run_1/congestion.png
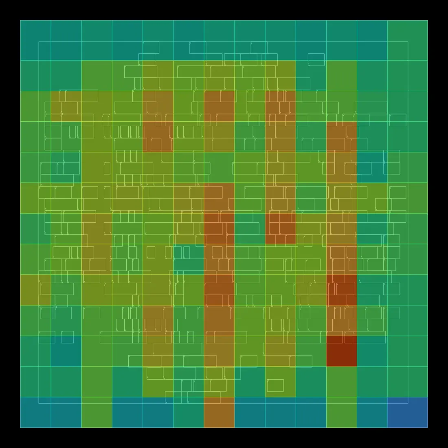
run_1/clk_routes.png
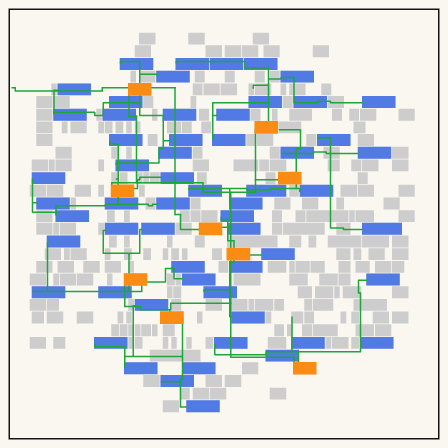
run_1/wires.png
Two of the layers only.
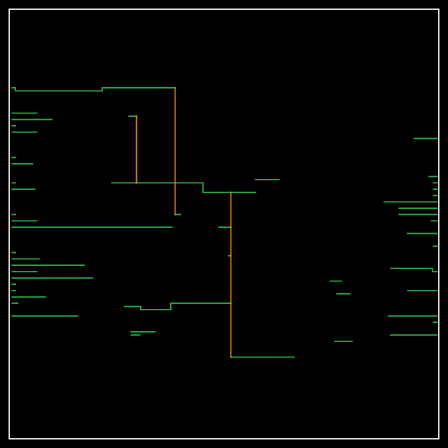
**src/rtl/mc_response_analyzer.sv**
```systemverilog
// March C response analyzer: drives the SRAM from the March C counter word and
// compares every read against the expected data background two cycles later.
module mc_response_analyzer #(
  parameter int ADDR_WIDTH    = 8,
  parameter int DATA_WIDTH    = 4,
  parameter int PATTERN_WIDTH = 1
) (
  input  logic                                clk,
  input  logic                                rst,
  input  logic                                en,
  input  logic [ADDR_WIDTH+PATTERN_WIDTH:0]   tst_word,
  input  logic                                mc_done,
  input  logic [DATA_WIDTH-1:0]               sram_dout,
  output logic                                sram_cs,
  output logic                                sram_we,
  output logic [ADDR_WIDTH-1:0]               sram_addr,
  output logic [DATA_WIDTH-1:0]               sram_din,
  output logic                                fail,
  output logic [ADDR_WIDTH:0]                 fail_count,
  output logic [ADDR_WIDTH-1:0]               first_fail_addr,
  output logic [DATA_WIDTH-1:0]               first_fail_data,
  output logic                                done,
  output logic                                pass
);

  localparam logic [1:0] S_IDLE  = 2'd0;
  localparam logic [1:0] S_RUN   = 2'd1;
  localparam logic [1:0] S_DRAIN = 2'd2;
  localparam logic [1:0] S_DONE  = 2'd3;

  logic [1:0]            r_state;
  logic                  r_drainCnt;

  logic                  r_cs;
  logic                  r_we;
  logic [ADDR_WIDTH-1:0] r_addr;
  logic [DATA_WIDTH-1:0] r_din;

  logic                  r_aValid;
  logic [ADDR_WIDTH-1:0] r_aAddr;
  logic [DATA_WIDTH-1:0] r_aExp;
  logic                  r_bValid;
  logic [ADDR_WIDTH-1:0] r_bAddr;
  logic [DATA_WIDTH-1:0] r_bExp;

  logic                  r_fail;
  logic [ADDR_WIDTH:0]   r_failCount;
  logic [ADDR_WIDTH-1:0] r_firstAddr;
  logic [DATA_WIDTH-1:0] r_firstData;
  logic                  r_done;
  logic                  r_pass;

  logic [ADDR_WIDTH-1:0] w_addr;
  logic                  w_we;
  logic                  w_bg;
  logic [DATA_WIDTH-1:0] w_bgWord;
  logic                  w_issue;
  logic                  w_isRead;
  logic                  w_mismatch;

  assign w_addr     = tst_word[ADDR_WIDTH-1:0];
  assign w_we       = tst_word[ADDR_WIDTH];
  assign w_bg       = tst_word[ADDR_WIDTH+1];
  assign w_bgWord   = {DATA_WIDTH{w_bg}};
  assign w_issue    = (r_state == S_RUN) && en;
  assign w_isRead   = w_issue && !w_we;
  assign w_mismatch = r_bValid && (sram_dout != r_bExp);

  // mc_done seen while idle means an empty run: skip straight to the drain.
  always_ff @(posedge clk) begin
    if (rst) begin
      r_state    <= S_IDLE;
      r_drainCnt <= 1'b0;
    end else begin
      case (r_state)
        S_IDLE: begin
          if (mc_done) begin
            r_state    <= S_DRAIN;
            r_drainCnt <= 1'b0;
          end else if (en) begin
            r_state <= S_RUN;
          end
        end
        S_RUN: begin
          if (mc_done) begin
            r_state    <= S_DRAIN;
            r_drainCnt <= 1'b0;
          end
        end
        S_DRAIN: begin
          if (r_drainCnt) begin
            r_state <= S_DONE;
          end else begin
            r_drainCnt <= 1'b1;
          end
        end
        S_DONE: r_state <= S_DONE;
        default: r_state <= S_IDLE;
      endcase
    end
  end

  always_ff @(posedge clk) begin
    if (rst) begin
      r_cs   <= 1'b0;
      r_we   <= 1'b0;
      r_addr <= '0;
      r_din  <= '0;
    end else begin
      r_cs <= w_issue;
      r_we <= w_issue && w_we;
      if (w_issue) begin
        r_addr <= w_addr;
        r_din  <= w_bgWord;
      end
    end
  end

  // Stage A is loaded with the read itself, stage B lines up with sram_dout.
  always_ff @(posedge clk) begin
    if (rst) begin
      r_aValid <= 1'b0;
      r_aAddr  <= '0;
      r_aExp   <= '0;
      r_bValid <= 1'b0;
      r_bAddr  <= '0;
      r_bExp   <= '0;
    end else begin
      r_aValid <= w_isRead;
      if (w_isRead) begin
        r_aAddr <= w_addr;
        r_aExp  <= w_bgWord;
      end
      r_bValid <= r_aValid;
      r_bAddr  <= r_aAddr;
      r_bExp   <= r_aExp;
    end
  end

  always_ff @(posedge clk) begin
    if (rst) begin
      r_fail      <= 1'b0;
      r_failCount <= '0;
      r_firstAddr <= '0;
      r_firstData <= '0;
      r_done      <= 1'b0;
      r_pass      <= 1'b0;
    end else begin
      if (w_mismatch) begin
        r_fail <= 1'b1;
        if (!(&r_failCount)) begin
          r_failCount <= r_failCount + 1'b1;
        end
        if (!r_fail) begin
          r_firstAddr <= r_bAddr;
          r_firstData <= sram_dout;
        end
      end
      r_done <= (r_state == S_DONE);
      r_pass <= (r_state == S_DONE) && !r_fail;
    end
  end

  assign sram_cs         = r_cs;
  assign sram_we         = r_we;
  assign sram_addr       = r_addr;
  assign sram_din        = r_din;
  assign fail            = r_fail;
  assign fail_count      = r_failCount;
  assign first_fail_addr = r_firstAddr;
  assign first_fail_data = r_firstData;
  assign done            = r_done;
  assign pass            = r_pass;

endmodule

```
**config.mk**
```make
export PLATFORM = sky130hd
export DESIGN_NAME = mc_response_analyzer
export DESIGN_NICKNAME = d
export VERILOG_FILES = /design/src/rtl/mc_response_analyzer.sv
export SDC_FILE = /design/constraint.sdc
export NUM_CORES = 1
export LEC_CHECK = 0
export CELL_PAD_IN_SITES_DETAIL_PLACEMENT = 0
export CELL_PAD_IN_SITES_GLOBAL_PLACEMENT = 1
export CORE_MARGIN = 4
export CORE_UTILIZATION = 33
export DETAILED_ROUTE_END_ITERATION = 7
export GPL_TIMING_DRIVEN = 0
export PLACE_DENSITY = 0.77
export SLEW_MARGIN = 20
export SYNTH_ARGS = -nofsm -noshare
export SYNTH_HDL_FRONTEND = slang
export SYNTH_SLANG_ARGS = --single-unit
```
**constraint.sdc**
```tcl
create_clock -name clk -period 2.2 [get_ports clk]
set_clock_uncertainty 0.2 [all_clocks]
set_input_delay 0.22 -clock clk [delete_from_list [all_inputs] [get_ports clk]]
set_output_delay 0.22 -clock clk [all_outputs]
set_load 0.02 [all_outputs]
```
==> changes_impl.md <==
### Changed

- Status: finished, violations left
- Violations in the final reports: negative setup slack
- TritonCTS buffer count: 9
- Clock edge transition at the registers on the reported setup and hold paths: 0.07 ns
- Fraction of met1 tracks used by global routing: 15.49%
- Cell Area, Placed: 0.003029 mm2
- Simple-gate share of the synthesized area: 26.88%
- Antenna cell count: 0
- Source-to-sink clock delay at the later pin of the worst-skew pair: 0.33 ns
- Met2 track utilization from global routing: 18.44%
- Clock tree from TritonCTS: yes
- Chip area in the Yosys report: 0.002318 mm2
- Antenna violations before repair: 0
- Kind of end point of the critical path: flop
- First DRT Iteration DRCs: 45
- Post-route setup slack: -0.01370 ns
- Share of cells above drive strength 1: 16.29%
- Per-instance average area after synthesis: 9.908 um2
- Highest routed metal layer: met4
- Boundary Pins: 56
- Count of buffers from port buffering: 54
- Final tally of setup violations: 1
- #FFs+latches synth: 58
- Mapped cell area: 0.002318 mm2
- WP data required: 2.27 ns
- Number of unique standard cell types used by synthesis: 38
- Shortest clock period the worst path allows after layout: 2.214 ns
- Hold-fix buffer count after cts: 0
- Fa+ha+maj area frac: 1.079%
- Met3 WL post-DR: 354 um
- Cell Count Post-Placement: 384
- Smallest hold slack: 0.03635 ns
- Worst min-delay path class: input port to flop
- Net total in the final layout: 322
- Sequential fraction of the synthesis area: 50.08%
- Actual transition at the worst max-transition pin: 0.5463 ns
- Most common cell after layout, fill and taps aside: sky130_fd_sc_hd__dfxtp_1
- Post-route core utilization: 48.58%
- Number of nets at floorplan: 254
- Die Wd: 91.82 um
- Largest fanout on the critical path: 5
- Met1 layer wirelength in the final routing: 2453 um
- Starting Density: 34.13%
- Critical Path, Cell by Cell: ha_4 -> and3_4 -> and3_4 -> ha_4 -> and4b_1 -> o21ai_4 -> or4_4 -> a21oi_2
- Final weighted congestion in routability-driven placement: 0.7427
- Chip footprint: 0.008431 mm2
- Synthesized-area fraction occupied by ao, oa, aoi and oai cells: 5.397%
- Number of hold violations in the final report: 0
- Bufs and invs on worst path: 0
- Critical Path Source Type: flop
- Clk Tree Root Cell: sky130_fd_sc_hd__clkbuf_8
- Pwr Density: 698.5 mW/mm2
- Global-route wire length before repair: 8245 um
- Die Y: 91.82 um
- Final clock period utilization by the worst path: 100.6%
- Number of nets with antenna violations after detailed routing: 0
- Largest net degree at the start of global routing: 11
- Post-placement worst setup slack: -0.07266 ns
- Total met2 wirelength after detailed routing: 1984 um
- Max Transition Viols Final: 0
- # Cells Yosys: 234
- Vias in the first global route: 1787
- Leakage power summed over all cells: 1.217 nW
- DRT Pass-1 Iters: 4
- Synthesis warning total: 0
- Biggest combinational cell group after synthesis: simple AND/OR/NAND/NOR gates
- CP max stage cell: sky130_fd_sc_hd__or4_4
- # resized after CTS: 2
- Synthesis-to-finish area growth: 42.36%
- Post-detailed-routing wire length: 4868 um
## Picture notes: congestion.png
global routing met3 resource utilization: 5.086%
gr busiest metal: met2
drt wl/cell: 12.08 um
total routing resource utilization after global routing: 12.34%

## Picture notes: clk_routes.png
[flip-flops] blue | count: 58
[clock wires] green | length: 797 um
[clock drivers] orange | count: 9
routed clock nets: 10

## Picture notes: wires.png
[metal 3] green | wire length: 354 um
[metal 4] orange | wire length: 76.8 um

[run 1: sequential cells by signal, indices dropped and copies added (netlist names)]
signal,count
r_bExp,1
sram_we,1
r_bValid,1
r_bAddr,8
r_aAddr,8
done,1
first_fail_addr,8
fail,1
r_aValid,1
sram_addr,8
r_aExp,1
fail_count,9
first_fail_data,4
sram_cs,1
sram_din,1
r_drainCnt,1
pass,1
r_state,2
[run 1: cells in the mapped netlist (all sizes together)]
cell	n	area share (%)
or4	3	1.2
and3	3	0.81
buf	9	3.1
nor4b	2	0.76
ha	2	1.1
nor2b	13	3.5
dfxtp	58	50
nor3	6	1.8
or3	1	0.32
inv	1	0.16
o21ai	4	1.5
mux2	4	1.9
nand3b	1	0.32
or2	1	0.27
clkbuf	6	1.4
o21ba	1	0.43
nand2	22	3.6
nor4	1	0.27
mux2i	23	9.9
nand2b	27	7.3
o31ai	2	0.65
and4b	1	0.43
nor2	24	4.6
nand3	2	0.43
and2b	1	0.38
a21oi	13	2.8
or2b	2	0.65
and2	1	0.27
[run 1: path summary, 6_finish.rpt]
check,start,end,slack [ns],cells after the start
worst min register to register,r_aValid,r_bValid,0.24,1
worst max register to register,fail_count[0],fail_count[7],-0.01,8
worst max-delay path,fail_count[0],fail_count[7],-0.01,8
worst min-delay path,rst,first_fail_addr[3],0.04,3
[run 1: report_power, final]
part / total, W / internal (W) / switching (W)
sequential: 0.00107 / 0.00106 / 0.00000907
clock: 0.00108 / 0.000665 / 0.000419
combinational: 0.000149 / 0.0000769 / 0.0000717
[run 1: final cells by class]
class                   instances  area, um2
plain buffers                  15      105.1
clock buffers                  11      141.4
clock inverters                 5      77.57
fillers                       670       3493
inverters                       1      3.754
multi-input cells             160       1109
flip-flops and latches         58       1169
well taps                      96      120.1
repair buffers                 57      575.6
No activity file was given, so power comes from the tool's default toggle rates.
